[src/rtl/imm_pkg.sv]
// Shared widths and mode encoding for the RISC-V immediate extender.
// The mode is formed from {ext_op, unsigned_op}; ext_op takes priority.
package imm_pkg;

    localparam int IMM_IN_W    = 20;
    localparam int IMM_SHORT_W = 12;
    localparam int XLEN        = 32;

    typedef enum logic [1:0] {
        SEXT12 = 2'b00,
        ZEXT12 = 2'b01,
        SEXT20 = 2'b10
    } imm_mode_e;

    // ext_op wins over unsigned_op, so {1,x} always collapses to SEXT20.
    function automatic imm_mode_e decode_mode(input logic ext_op, input logic unsigned_op);
        imm_mode_e mode;
        if (ext_op) begin
            mode = SEXT20;
        end else if (unsigned_op) begin
            mode = ZEXT12;
        end else begin
            mode = SEXT12;
        end
        return mode;
    endfunction

endpackage : imm_pkg

[src/rtl/imm_extd_core.sv]
// Purely combinational immediate extender: mode + raw operand -> full-width value.
// Usable unregistered by decode logic that cannot afford the output flop.
module imm_extd_core
    import imm_pkg::*;
#(
    parameter int IN_W    = IMM_IN_W,
    parameter int SHORT_W = IMM_SHORT_W,
    parameter int OUT_W   = XLEN
) (
    input  imm_mode_e          mode,
    input  logic [IN_W-1:0]    operand,
    output logic [OUT_W-1:0]   value
);

    logic [SHORT_W-1:0] short_field;

    assign short_field = operand[SHORT_W-1:0];

    always_comb begin
        // NOTE: default assignment first so every path drives value; no latch can be inferred.
        value = '0;
        case (mode)
            SEXT12:  value = {{(OUT_W-SHORT_W){short_field[SHORT_W-1]}}, short_field};
            ZEXT12:  value = {{(OUT_W-SHORT_W){1'b0}}, short_field};
            default: value = {{(OUT_W-IN_W){operand[IN_W-1]}}, operand};
        endcase
    end

endmodule : imm_extd_core

[src/rtl/imm_extd.sv]
// Registered immediate extender: one cycle from operand/mode to result.
// Result is cleared asynchronously while rst is high.
module imm_extd
    import imm_pkg::*;
#(
    parameter int IN_W    = IMM_IN_W,
    parameter int SHORT_W = IMM_SHORT_W,
    parameter int OUT_W   = XLEN
) (
    input  logic               clk,
    input  logic               rst,
    input  logic               ext_op,
    input  logic               unsigned_op,
    input  logic [IN_W-1:0]    operand_a,
    output logic [OUT_W-1:0]   result
);

    imm_mode_e        mode;
    logic [OUT_W-1:0] ext_value;

    assign mode = decode_mode(ext_op, unsigned_op);

    imm_extd_core #(
        .IN_W    (IN_W),
        .SHORT_W (SHORT_W),
        .OUT_W   (OUT_W)
    ) u_core (
        .mode    (mode),
        .operand (operand_a),
        .value   (ext_value)
    );

    // NOTE: non-blocking assignment for the state register; the async reset sits in the sensitivity list.
    always_ff @(posedge clk or posedge rst) begin
        if (rst) begin
            result <= '0;
        end else begin
            result <= ext_value;
        end
    end

endmodule : imm_extd

[config.mk]
export PLATFORM = sky130hd
export DESIGN_NAME = imm_extd
export DESIGN_NICKNAME = d
export VERILOG_FILES = /design/src/rtl/imm_pkg.sv /design/src/rtl/imm_extd_core.sv /design/src/rtl/imm_extd.sv
export SDC_FILE = /design/constraint.sdc
export NUM_CORES = 1
export LEC_CHECK = 0
export CAP_MARGIN = 20
export CORE_MARGIN = 5
export CORE_UTILIZATION = 31
export DETAILED_ROUTE_END_ITERATION = 6
export PLACE_DENSITY_LB_ADDON = 0.1
export SLEW_MARGIN = 20
export SYNTH_ARGS = -nofsm -noshare
export SYNTH_HDL_FRONTEND = slang
export SYNTH_SLANG_ARGS = --single-unit
[constraint.sdc]
create_clock -name clk -period 1 [get_ports clk]
set_clock_uncertainty 0.15 [all_clocks]
set_input_delay 0.15 -clock clk [delete_from_list [all_inputs] [get_ports clk]]
set_output_delay 0.15 -clock clk [all_outputs]
set_load 0.1 [all_outputs]
==> run_results.csv, run 1 <==
group,metric,value,unit
status,status,"finished, violations left",
status,violations,"setup timing",
layout,buffer_area_share,58.2,%
pwr,power_switching,1.03,mW
timing,drv_slew,0,
grt,grt_max_degree,16,
floorplanning,die_h,57.0,µm
flow_run,warnings,29,
layout,drive_above_1_share,66.7,%
place,gp_congestion,0.682,
pwr,total_power,2.57,mW
timing,finalCritPeriodShare,143,%
layout,n_fill_cell,156,
synth,yosysWarningCount,0,
clock_tree,cts.repair.resized,0,
grt,grt_usage,12.3,%
pwr,power_frac_clock,17.9,%
timing,finalCriticalPeriod,1.43,ns
layout,n_antenna_cell,0,
synth,synthCells,43,
timing,setup_tns,-9.23,ns
floorplanning,fp_util,31.5,%
critical_path,path_buffers,2,
routing,wire_per_inst,14.8,µm
clock_tree,cts_tree,"built",
place,place_hpwl,1570,µm
synth,fp_nets,67,
grt,use_met2,20.7,%
place,dp.cells,116,
synth,aoi_share,8.78,%
synth,synth_top_cell_by_count,"dfrtp_1",
grt,grt_antenna_before_repair,0,
pwr,p_seq,0.909,mW
layout,logic_area,78.8,µm²
place,place_area,1550,µm²
clock_tree,htree_levels,1,
layout,largest_class,"non-clock buffers",
layout,final_layout_top_logic_cell,"buf_12",
pwr,power-top-group,"combinational logic",
critical_path,crit_path_max_fanout,11,
grt,use_met3,5.88,%
pwr,p_leak,0.752,nW
floorplanning,nWellTaps,28,
place,port_buffers,55,
synth,ys_sh_simple,2.74,%
layout,nNetsFinal,121,
critical_path,max_stage_delay,0.50,ns
pwr,comb-power,1.20,mW
layout,clockNetworkAreaShare,2.22,%
timing,rsz0062_at_grt,"true",
routing,wl_met2,979,µm
synth,ys_seq_share,73.1,%
synth,postSynthAreaPerCell,15.9,µm²
pwr,cellPowerDensity,1570,nW/µm²
grt,grt_util_met1,13.1,%
critical_path,cp-endpoint,"result[24]",
timing,setup_slack,-0.433,ns
floorplanning,rows,17,
critical_path,cp.arrival,1.13,ns
routing,drc,0,
layout,top_regs,"result x20",
clock_tree,clkTransAtPathRegs,0.12,ns
grt,grt_overflow_total,0,
synth,xor_share,0,%
clock_tree,clock_path_buffers,2,
layout,area_growth,139,%
routing,route.met3.wl,207,µm
pwr,seqPwrFrac,35.4,%
grt,grt.busiest_layer,"met2",
timing,final-hold-violation-count,0,
timing,setup_violations,32,
critical_path,cpLargestDelayFamily,"flip-flops",
synth,logic_family,"buffers and inverters",
synth,synth_cell_types,6,
critical_path,path_cells,"buf_12 > buf_12",
pwr,peakVddDrop,0.961,mV
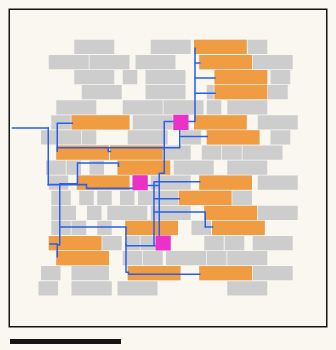
Fig. 1. Clock wires, drivers and flops (run 1).
Bar = 20 µm.
cells driving clock nets: in magenta, count 3. flip-flops: in orange, count 20. clock wires: in blue, length 234 µm.
There are 4 routed clock nets.

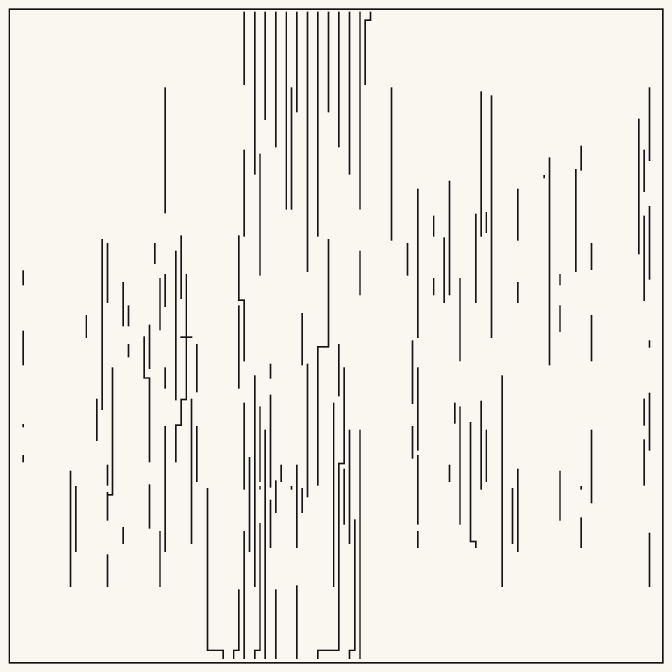
Fig. 2. Metal 2 (run 1).
The layer holds 53% of the routed length. The longest straight run is 22.6 µm.

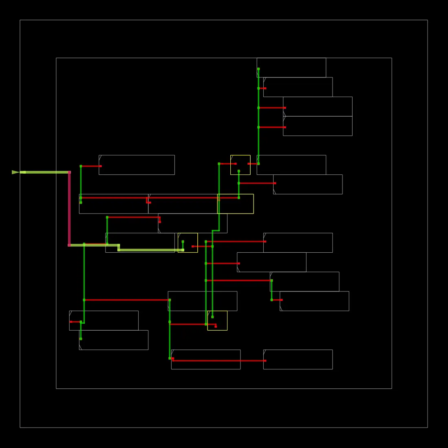
Fig. 3. Clock routing (run 1).
# clock sinks: 20
CTS buffer count: 3
P_clk: 0.459 mW
clkbuf count: 4
flip-flops: 20

Fig. 4: run 1, cell sizes after repair
Bar = 20 µm.
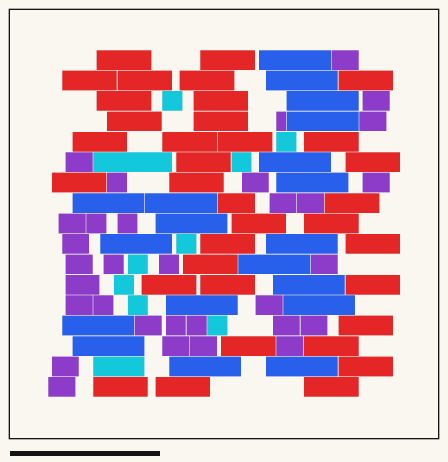

==> run 1 -> run 2 <==
--- a/config.mk
+++ b/config.mk
@@ -10,6 +10,7 @@
 export CORE_UTILIZATION = 31
 export DETAILED_ROUTE_END_ITERATION = 6
 export PLACE_DENSITY_LB_ADDON = 0.1
+export REMOVE_ABC_BUFFERS = 1
 export SLEW_MARGIN = 20
 export SYNTH_ARGS = -nofsm -noshare
 export SYNTH_HDL_FRONTEND = slang
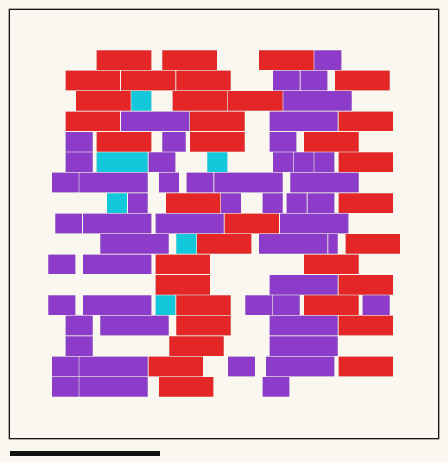
Fig. 5. Cell sizes after repair (run 2).
Bar = 20 µm.
drive 1 or less: in purple, cells 52. drive 3 to 4: in cyan, cells 6. drive 6 and up: in red, cells 34.

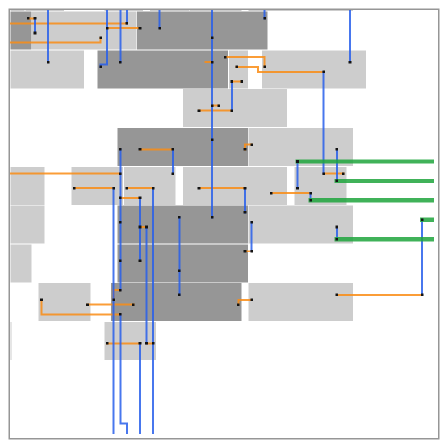
Fig. 6. Layout detail (run 2).
Window x 27 to 57, y 0 to 30 µm. Cells in gray, sequential cells in the stronger gray; small squares are vias.
met3: in green. met1: in orange. met2: in blue.
Most frequent: buf_12 (8), dfrtp_1 (6), clkdlybuf4s50_1 (5). Netlist names of flops here include result (6). 20 logic cells have their middle in the window. Sequential cells in the window: 6.

==> run 2 against run 1 <==
Effect of this change: the run still ends with setup timing left; die area stayed put; worst setup slack better by 0.053 ns; core utilization is 3.1 points lower; clock power is 23% lower; via count is 6.3% lower; routed wire length is 11% lower; critical path type unchanged.
==> run_results.csv, run 2 <==
group,metric,value,unit
pwr,peakVddDrop,0.960,mV
clock_tree,cts.repair.resized,1,
grt,grt_overflow_total,0,
flow_run,warnings,27,
layout,largest_class,"non-clock buffers",
clock_tree,clock_path_buffers,2,
pwr,cellPowerDensity,1560,nW/µm²
layout,drive_above_1_share,43.5,%
timing,worst_slew_pin_slew,0.147,ns
pwr,seqPwrFrac,36.8,%
grt,grt.busiest_layer,"met2",
grt,grt_max_degree,21,
critical_path,path_cells,"buf_12 > buf_12",
synth,ys_sh_simple,2.74,%
pwr,total_power,2.44,mW
timing,final-hold-violation-count,0,
layout,area_growth,129,%
timing,finalCriticalPeriod,1.38,ns
floorplanning,fp_util,31.5,%
grt,grt_antenna_before_repair,0,
layout,final_layout_top_logic_cell,"buf_12",
layout,n_antenna_cell,0,
timing,setup_violations,32,
grt,grt_util_met1,10.8,%
synth,synth-edff-count,0,
routing,drc,0,
routing,wl_met2,991,µm
timing,setup_slack,-0.380,ns
synth,aoi_share,8.78,%
floorplanning,io_pins,56,
grt,use_met3,3.39,%
synth,synth.cell_area,684,µm²
timing,finalCritPeriodShare,138,%
critical_path,crit_path_max_fanout,13,
synth,yosysWarningCount,0,
layout,clockNetworkAreaShare,1.44,%
layout,design_area,1570,µm²
pwr,power_frac_clock,14.4,%
timing,rsz0062_at_grt,"true",
floorplanning,nWellTaps,28,
clock_tree,htree_levels,1,
layout,flops,20,
synth,postSynthAreaPerCell,15.9,µm²
pwr,p_seq,0.897,mW
clock_tree,clock_sinks,20,
pwr,comb-power,1.19,mW
critical_path,cp-endpoint,"result[19]",
status,status,"finished, violations left",
place,gp_congestion,0.670,
pwr,p_leak,0.744,nW
grt,grt_usage,10.6,%
layout,logic_area,78.8,µm²
layout,fin_util,72.1,%
critical_path,max_stage_delay,0.38,ns
place,port_buffers,55,
timing,drv_slew,0,
clock_tree,cts_tree,"built",
place,place_hpwl,1450,µm
place,place_area,1540,µm²
layout,buffer_area_share,59.1,%
floorplanning,die_h,57.0,µm
routing,route.met3.wl,119,µm
layout,n_fill_cell,156,
routing,wl,1630,µm
place,dp.cells,116,
critical_path,path_buffers,2,
synth,xor_share,0,%
clock_tree,clkTransAtPathRegs,0.10,ns
grt,use_met2,20.1,%
layout,nNetsFinal,118,
synth,synthCells,43,
critical_path,cpLargestDelayFamily,"buffers and inverters",
synth,ys_seq_share,73.1,%
synth,synth_top_cell_by_count,"dfrtp_1",
layout,top_regs,"result x20",
clock_tree,numCtsBuffers,3,
pwr,power_switching,1.00,mW
layout,clkbuf_count,3,
floorplanning,rows,17,
synth,synth_cell_types,6,
routing,wire_per_inst,13.6,µm
pwr,power-top-group,"combinational logic",
synth,synth-main-ff-cell,"dfrtp_1",
timing,setup_tns,-8.08,ns
status,violations,"setup timing",
critical_path,cp.arrival,1.08,ns
Fig. 7: run 2, clock routing
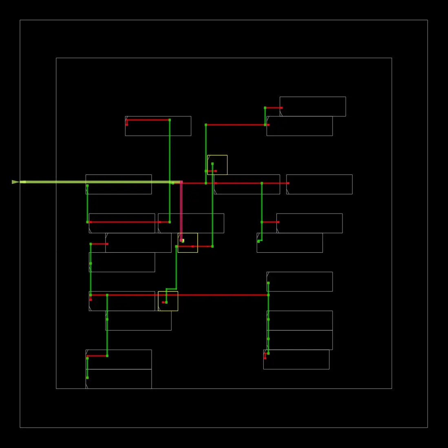

==> run 2 -> run 3 <==
--- a/config.mk
+++ b/config.mk
@@ -6,7 +6,7 @@
 export NUM_CORES = 1
 export LEC_CHECK = 0
 export CAP_MARGIN = 20
-export CORE_MARGIN = 5
+export CORE_MARGIN = 1.5
 export CORE_UTILIZATION = 31
 export DETAILED_ROUTE_END_ITERATION = 6
 export PLACE_DENSITY_LB_ADDON = 0.1
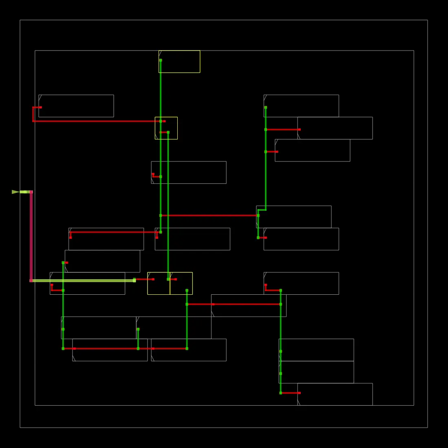
Fig. 8. Clock routing (run 3).
P_clk: 0.451 mW

==> run 3 against run 2 <==
Effect of this change: the run ends with hold timing, setup timing left; via count grew 4.2%; clock-buffer cell count increased by 1; critical endpoint unchanged; non-clock buffer count grew 3; total power grew 4.3%; synthesized area unchanged; sequential share of layout area fell by 0.70 points; synthesized cell count stayed put.
==> run_results.csv, run 3 <==
group,metric,value,unit
status,status,"finished, violations left",
status,violations,"hold timing, setup timing",
pwr,total_power,2.54,mW
layout,largest_class,"non-clock buffers",
synth,synth_top_cell_by_count,"dfrtp_1",
grt,grt_antenna_before_repair,0,
critical_path,cpLargestDelayFamily,"buffers and inverters",
grt,grt_usage,15.4,%
timing,setup_slack,-0.392,ns
synth,synth_cell_types,6,
layout,flops,20,
pwr,peakVddDrop,1.30,mV
synth,ys_sh_simple,2.74,%
timing,setup_violations,32,
layout,buffer_area_share,59.2,%
grt,grt_overflow_total,0,
layout,drive_above_1_share,44.8,%
layout,area_growth,134,%
routing,wire_per_inst,14.3,µm
timing,finalCriticalPeriod,1.39,ns
clock_tree,cts_tree,"built",
clock_tree,numCtsBuffers,3,
pwr,cellPowerDensity,1590,nW/µm²
flow_run,warnings,28,
synth,yosysWarningCount,0,
routing,drc,0,
floorplanning,fp_util,33.8,%
timing,worst_slew_pin_slew,0.172,ns
pwr,comb-power,1.19,mW
layout,fin_util,79.1,%
routing,top_signal_layer_used,"met4",
critical_path,cp.arrival,1.09,ns
layout,nNetsFinal,121,
pwr,power-top-group,"combinational logic",
layout,n_antenna_cell,0,
synth,synth-main-ff-cell,"dfrtp_1",
timing,rsz0062_at_grt,"true",
grt,grt_util_met1,16.3,%
synth,synth-edff-count,0,
floorplanning,io_pins,56,
layout,final_layout_top_logic_cell,"buf_12",
synth,synthCells,43,
grt,grt_max_degree,14,
clock_tree,htree_levels,1,
critical_path,cp-endpoint,"result[19]",
grt,use_met2,29.2,%
pwr,power_switching,1.02,mW
place,dp.cells,116,
critical_path,slowest_stage,"dfrtp_1",
pwr,power_frac_clock,17.7,%
timing,drv_slew,0,
floorplanning,die_h,50.0,µm
layout,design_area,1600,µm²
clock_tree,clock_path_buffers,2,
floorplanning,nWellTaps,27,
clock_tree,clock_sinks,20,
layout,clkbuf_count,4,
timing,final-hold-violation-count,9,
place,place_area,1530,µm²
critical_path,path_cells,"buf_12 > buf_12",
pwr,p_leak,0.779,nW
synth,ys_seq_share,73.1,%
critical_path,max_stage_delay,0.39,ns
place,gp_congestion,0.740,
routing,wl,1760,µm
synth,aoi_share,8.78,%
timing,setup_tns,-8.39,ns
timing,finalCritPeriodShare,139,%
timing,timing.hold.ws,-0.0120,ns
synth,xor_share,0,%
clock_tree,clkTransAtPathRegs,0.11,ns
clock_tree,cts.repair.resized,0,
layout,logic_area,78.8,µm²
synth,synth.cell_area,684,µm²
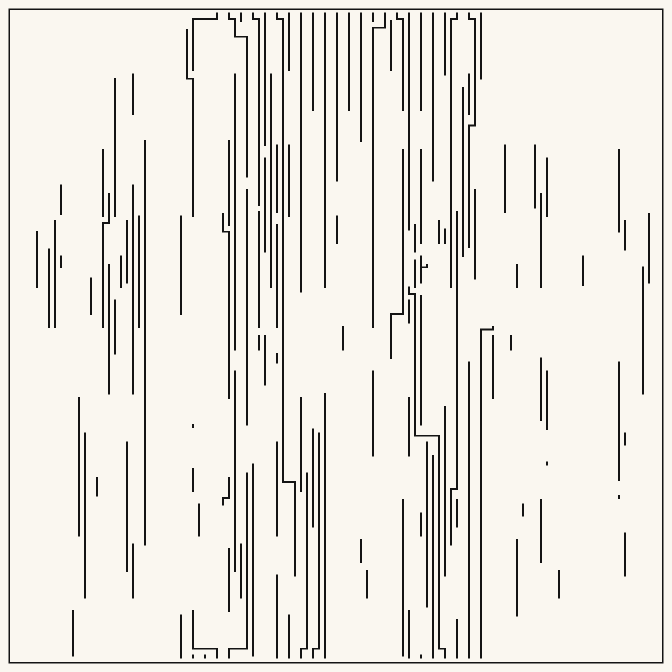
Fig. 9. Metal 2 (run 3).
The layer carries 1110 µm of wire. The longest straight run is 35.5 µm.

Power is estimated from default activity; no workload was simulated.
